[config.mk]
export PLATFORM = sky130hd
export DESIGN_NAME = load_store_unit
export DESIGN_NICKNAME = d
export VERILOG_FILES = /design/src/rtl/lsu_pkg.sv /design/src/rtl/lsu_req_check.sv /design/src/rtl/load_store_unit.sv
export SDC_FILE = /design/constraint.sdc
export NUM_CORES = 1
export LEC_CHECK = 0
export CELL_PAD_IN_SITES_DETAIL_PLACEMENT = 1
export CELL_PAD_IN_SITES_GLOBAL_PLACEMENT = 1
export CORE_MARGIN = 5
export CORE_UTILIZATION = 31
export DETAILED_ROUTE_END_ITERATION = 12
export PLACE_DENSITY = 0.77
export SKIP_LAST_GASP = 1
export SLEW_MARGIN = 20
export SYNTH_ARGS = -nofsm -noshare
export SYNTH_HDL_FRONTEND = slang
export SYNTH_SLANG_ARGS = --single-unit
[constraint.sdc]
create_clock -name clk_i -period 2 [get_ports clk_i]
set_clock_uncertainty 0.15 [all_clocks]
set_input_delay 0.4 -clock clk_i [delete_from_list [all_inputs] [get_ports clk_i]]
set_output_delay 0.4 -clock clk_i [all_outputs]
set_load 0.1 [all_outputs]
[src/rtl/lsu_pkg.sv]
// rtl/lsu_pkg.sv - shared state type, funct3 codes and MMIO addresses for the load/store unit
package lsu_pkg;

    typedef enum logic [1:0] {
        IDLE  = 2'd0,
        ISSUE = 2'd1,
        WAIT  = 2'd2,
        RESP  = 2'd3
    } lsu_state_t;

    localparam logic [2:0] F3_B  = 3'b000;
    localparam logic [2:0] F3_H  = 3'b001;
    localparam logic [2:0] F3_W  = 3'b010;
    localparam logic [2:0] F3_BU = 3'b100;
    localparam logic [2:0] F3_HU = 3'b101;

    localparam logic [31:0] ADDR_LEDS   = 32'hFFFF_FFFC;
    localparam logic [31:0] ADDR_MILLIS = 32'hFFFF_FFF8;
    localparam logic [31:0] ADDR_MICROS = 32'hFFFF_FFF4;

endpackage

[src/rtl/lsu_req_check.sv]
// rtl/lsu_req_check.sv - combinational request classifier; alignment rejection only with LSU_MISALIGN_CHECK_EN
module lsu_req_check
    import lsu_pkg::*;
(
    input  logic       store_i,
    input  logic [2:0] funct3_i,
    input  logic [1:0] addr_lsb_i,
    output logic       err_o
);

    logic illegal;
    logic misaligned;

    always_comb begin
        illegal = 1'b1;
        if (store_i) begin
            illegal = !(funct3_i inside {F3_B, F3_H, F3_W});
        end else begin
            illegal = !(funct3_i inside {F3_B, F3_H, F3_W, F3_BU, F3_HU});
        end
    end

    // funct3[1:0] encodes the access size for both signed and unsigned loads
    assign misaligned = ((funct3_i[1:0] == 2'b01) && addr_lsb_i[0]) ||
                        ((funct3_i[1:0] == 2'b10) && (addr_lsb_i != 2'b00));

`ifdef LSU_MISALIGN_CHECK_EN
    assign err_o = illegal | misaligned;
`else
    logic unused_misaligned;
    assign unused_misaligned = misaligned;
    assign err_o = illegal;
`endif

endmodule

[src/rtl/load_store_unit.sv]
// rtl/load_store_unit.sv - data-memory bus initiator with a valid/ready response channel
// Alignment rejection is enabled by defining LSU_MISALIGN_CHECK_EN.
module load_store_unit
    import lsu_pkg::*;
(
    input  logic        clk_i,
    input  logic        rst_ni,
    input  logic        req_valid_i,
    output logic        req_ready_o,
    input  logic        req_store_i,
    input  logic [2:0]  req_funct3_i,
    input  logic [31:0] req_addr_i,
    input  logic [31:0] req_wdata_i,
    output logic        resp_valid_o,
    input  logic        resp_ready_i,
    output logic [31:0] resp_rdata_o,
    output logic        resp_err_o,
    output logic [2:0]  mem_funct3_o,
    output logic        mem_wren_o,
    output logic [31:0] mem_address_o,
    output logic [31:0] mem_data_in_o,
    input  logic [31:0] mem_data_out_i
);

    lsu_state_t  state_q, state_d;
    logic        store_q, store_d;
    logic [2:0]  mem_funct3_q, mem_funct3_d;
    logic [31:0] mem_address_q, mem_address_d;
    logic [31:0] mem_data_in_q, mem_data_in_d;
    logic [31:0] resp_rdata_q, resp_rdata_d;
    logic        resp_err_q, resp_err_d;
    logic        req_err;

    lsu_req_check u_req_check (
        .store_i    (req_store_i),
        .funct3_i   (req_funct3_i),
        .addr_lsb_i (req_addr_i[1:0]),
        .err_o      (req_err)
    );

    always_ff @(posedge clk_i or negedge rst_ni) begin
        if (!rst_ni) begin
            state_q       <= IDLE;
            store_q       <= 1'b0;
            mem_funct3_q  <= F3_W;
            mem_address_q <= '0;
            mem_data_in_q <= '0;
            resp_rdata_q  <= '0;
            resp_err_q    <= 1'b0;
        end else begin
            state_q       <= state_d;
            store_q       <= store_d;
            mem_funct3_q  <= mem_funct3_d;
            mem_address_q <= mem_address_d;
            mem_data_in_q <= mem_data_in_d;
            resp_rdata_q  <= resp_rdata_d;
            resp_err_q    <= resp_err_d;
        end
    end

    // Bus registers double as the request latches; rejected requests never touch them,
    // so the address seen by data_mem only moves for accesses that are really made.
    always_comb begin
        state_d       = state_q;
        store_d       = store_q;
        mem_funct3_d  = mem_funct3_q;
        mem_address_d = mem_address_q;
        mem_data_in_d = mem_data_in_q;
        resp_rdata_d  = resp_rdata_q;
        resp_err_d    = resp_err_q;
        case (state_q)
            IDLE: begin
                if (req_valid_i) begin
                    store_d = req_store_i;
                    if (req_err) begin
                        resp_err_d = 1'b1;
                        state_d    = RESP;
                    end else begin
                        mem_funct3_d  = req_funct3_i;
                        mem_address_d = req_addr_i;
                        mem_data_in_d = req_wdata_i;
                        state_d       = ISSUE;
                    end
                end
            end
            ISSUE: state_d = store_q ? RESP : WAIT;
            WAIT: begin
                resp_rdata_d = mem_data_out_i;
                state_d      = RESP;
            end
            RESP: begin
                if (resp_ready_i) begin
                    resp_err_d   = 1'b0;
                    resp_rdata_d = '0;
                    state_d      = IDLE;
                end
            end
            default: state_d = IDLE;
        endcase
    end

    assign req_ready_o   = (state_q == IDLE);
    assign resp_valid_o  = (state_q == RESP);
    assign resp_rdata_o  = resp_rdata_q;
    assign resp_err_o    = resp_err_q;
    assign mem_wren_o    = (state_q == ISSUE) && store_q;
    assign mem_funct3_o  = mem_funct3_q;
    assign mem_address_o = mem_address_q;
    assign mem_data_in_o = mem_data_in_q;

endmodule

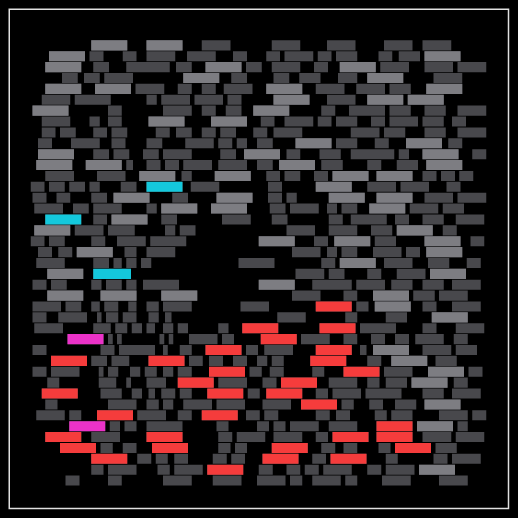
*Where the registers sit*
(4 px per um) Other sequential cells in the stronger gray, the rest of the logic in the fainter gray.
| color | netlist name | flops |
|---|---|---|
| cyan | mem_funct3_o | 3 |
| magenta | state_q | 2 |
| red | resp_rdata_o | 32 |
not colored: 66
Final Util: 62.34%
Seq/total area: 32.51%

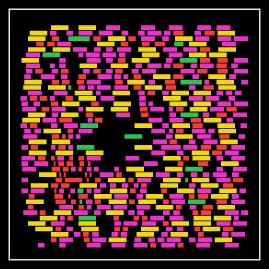
*Cells colored by class*
(2 px per um)
| color | class | cells | share of their area |
|---|---|---|---|
| magenta | remaining buffers and delay cells | 237 | 44% |
| green | clock drivers and dummy loads | 16 | 4.2% |
| red | remaining logic cells | 130 | 18% |
| yellow | registers | 103 | 33% |

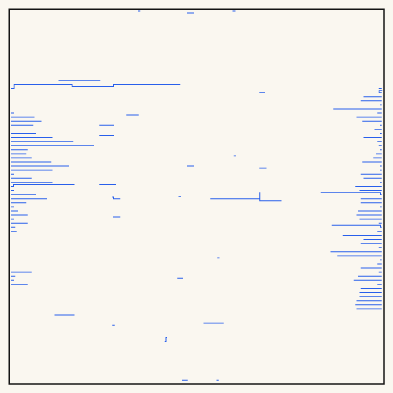
*The metal 3 layer*
(3 px per um)
longest straight run: 27.4 um
nets with wire on the layer: 98
share of all routed wire: 4.9%
wire length on this layer: 707 um
Routed WL: 14380 um
via count: 3061
GR met3 Demand/Resource: 5.017%

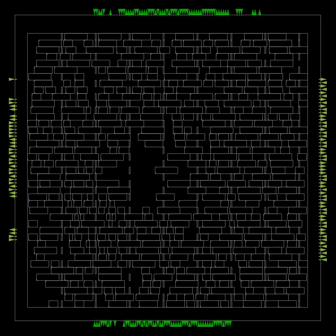
*Placed standard cells*
Fillers: 1185
Tapcells: 172
FF+latch count: 103

[per-stage QoR]
stage / hold WS, ps / area, um2 / utilization [%] / TNS (ps)
detailed placement: 194.8 / 7546 / 59.31 / -9127
finish: 365.8 / 7931 / 62.34 / 0
global placement: 187.4 / 7546 / 59.31 / -4478
floorplan: -45.59 / 4078 / - / 0
global route: 395.8 / 7931 / 62.34 / -0.7716
CTS: 369.5 / 7894 / 62.05 / 0
[flip-flops by register name, indices dropped and copies added, names as in the netlist]
signal / count
resp_err_o: 1
resp_rdata_o: 32
mem_data_in_o: 32
store_q: 1
mem_funct3_o: 3
state_q: 2
mem_address_o: 32
[metal layers]
metal | global-route usage (%) | vias to the layer above | share of wire (%)
li1 | - | 1362 | -
met1 | 19.68 | 1561 | 36
met2 | 35.11 | 115 | 57
met3 | 5.017 | 23 | 4.9
met4 | 7.350 | 0 | 2.4
met5 | 0 | - | 0
[logic make-up (layout without fill, tap and decap cells)]
family                     count (synthesis)  in the layout
AOI/OAI and AO/OA                         40             40
adders and majority gates                  5              5
buffers and inverters                     19            258
DFF                                      103            103
muxes                                     69             69
and+or+nand+nor                           11             11
[worst reg2reg max path, stage by stage (launching register included)]
cell,delay (ps)
dfrtp_1,400
inv_2,70
buf_4,110
ha_4,170
nand2_2,70
o21bai_4,180
buf_12,160
buf_16,180
mux2_4,310
[what timing repair did]
| action | CTS | global route |
|---|---|---|
| hold buffers | 1 | 0 |
| buffers inserted | 1 | 5 |
| resized | 2 | 1 |
| cloned | 0 | 0 |
| hold endpoints to repair | 24 | 0 |
| endpoints found under the setup margin | 33 | 35 |
==> results.txt <==
fresh numbers from the pnr run: outcome=complete, no violations, # clk buffers=10, ys flop type=dfrtp_1, Simple Share, Synth=1.448%, Critical R2R Launch=state_q[0], routability congestion estimate=0.7486, Flops after synth=103, Post-route DRC=0, invs w/o clock=5, Synth Area in Compound Gates=8.906%, Setup crit start kind=flip-flop, OpenROAD warning count=31, gate count after technology mapping=247, iteration-0 DRC count of the detailed router=101, top cell class by occupied area=buffers, max incr delay on CP=400 ps, H-Tree Depth=3, final setup violation count=0, Post-synth EDFFs=0, Post-synth top cells=dfrtp_1 (102), mux2_2 (39), a22o_1 (33), mux2_4 (30), buf_2 (6), crit path cell chain=buf_4 > ha_1 > and2_4 > buf_12, WP data arrival=1400 ps, Max Cap Violations=0, cycle use final=97.26%, max-slew violations=0, initial antenna violation count=0, Sequential Area=0.002579 mm2, hpwl dp=11000 um, slowest cell on the critical path=dfrtp_1, yosys stat area=0.004060 mm2, worst path bufs/invs=2, largest net degree at the start of global routing=45, vias in the first global route=3646, Crit. Startpoint=state_q[0], reg-to-reg endpoint=mem_data_in_o[20], worst slew pin tran=372.4 ps, cell type with the largest total area=dfrtp_1, PortBufs=206, Cell Type Count=23, top-level port count=207, Top non-seq family=multiplexers, first-pass GRT wire length=22310 um, Crit path max-delay family=flip-flops, Worst setup EP type=primary output, top-count cell post-synth=dfrtp_1, xor/xnor share of the synthesized area=0%, drt wl/cell=21.86 um, min Tclk post-route=1945 ps, Top area cell types=dfrtp_1 (63%), mux2_4 (11%), mux2_2 (11%), signal buffers share of area=42.81%, setup repair after global routing missed its margin=yes, worst setup margin=54.90 ps, Chip Width=124.4 um
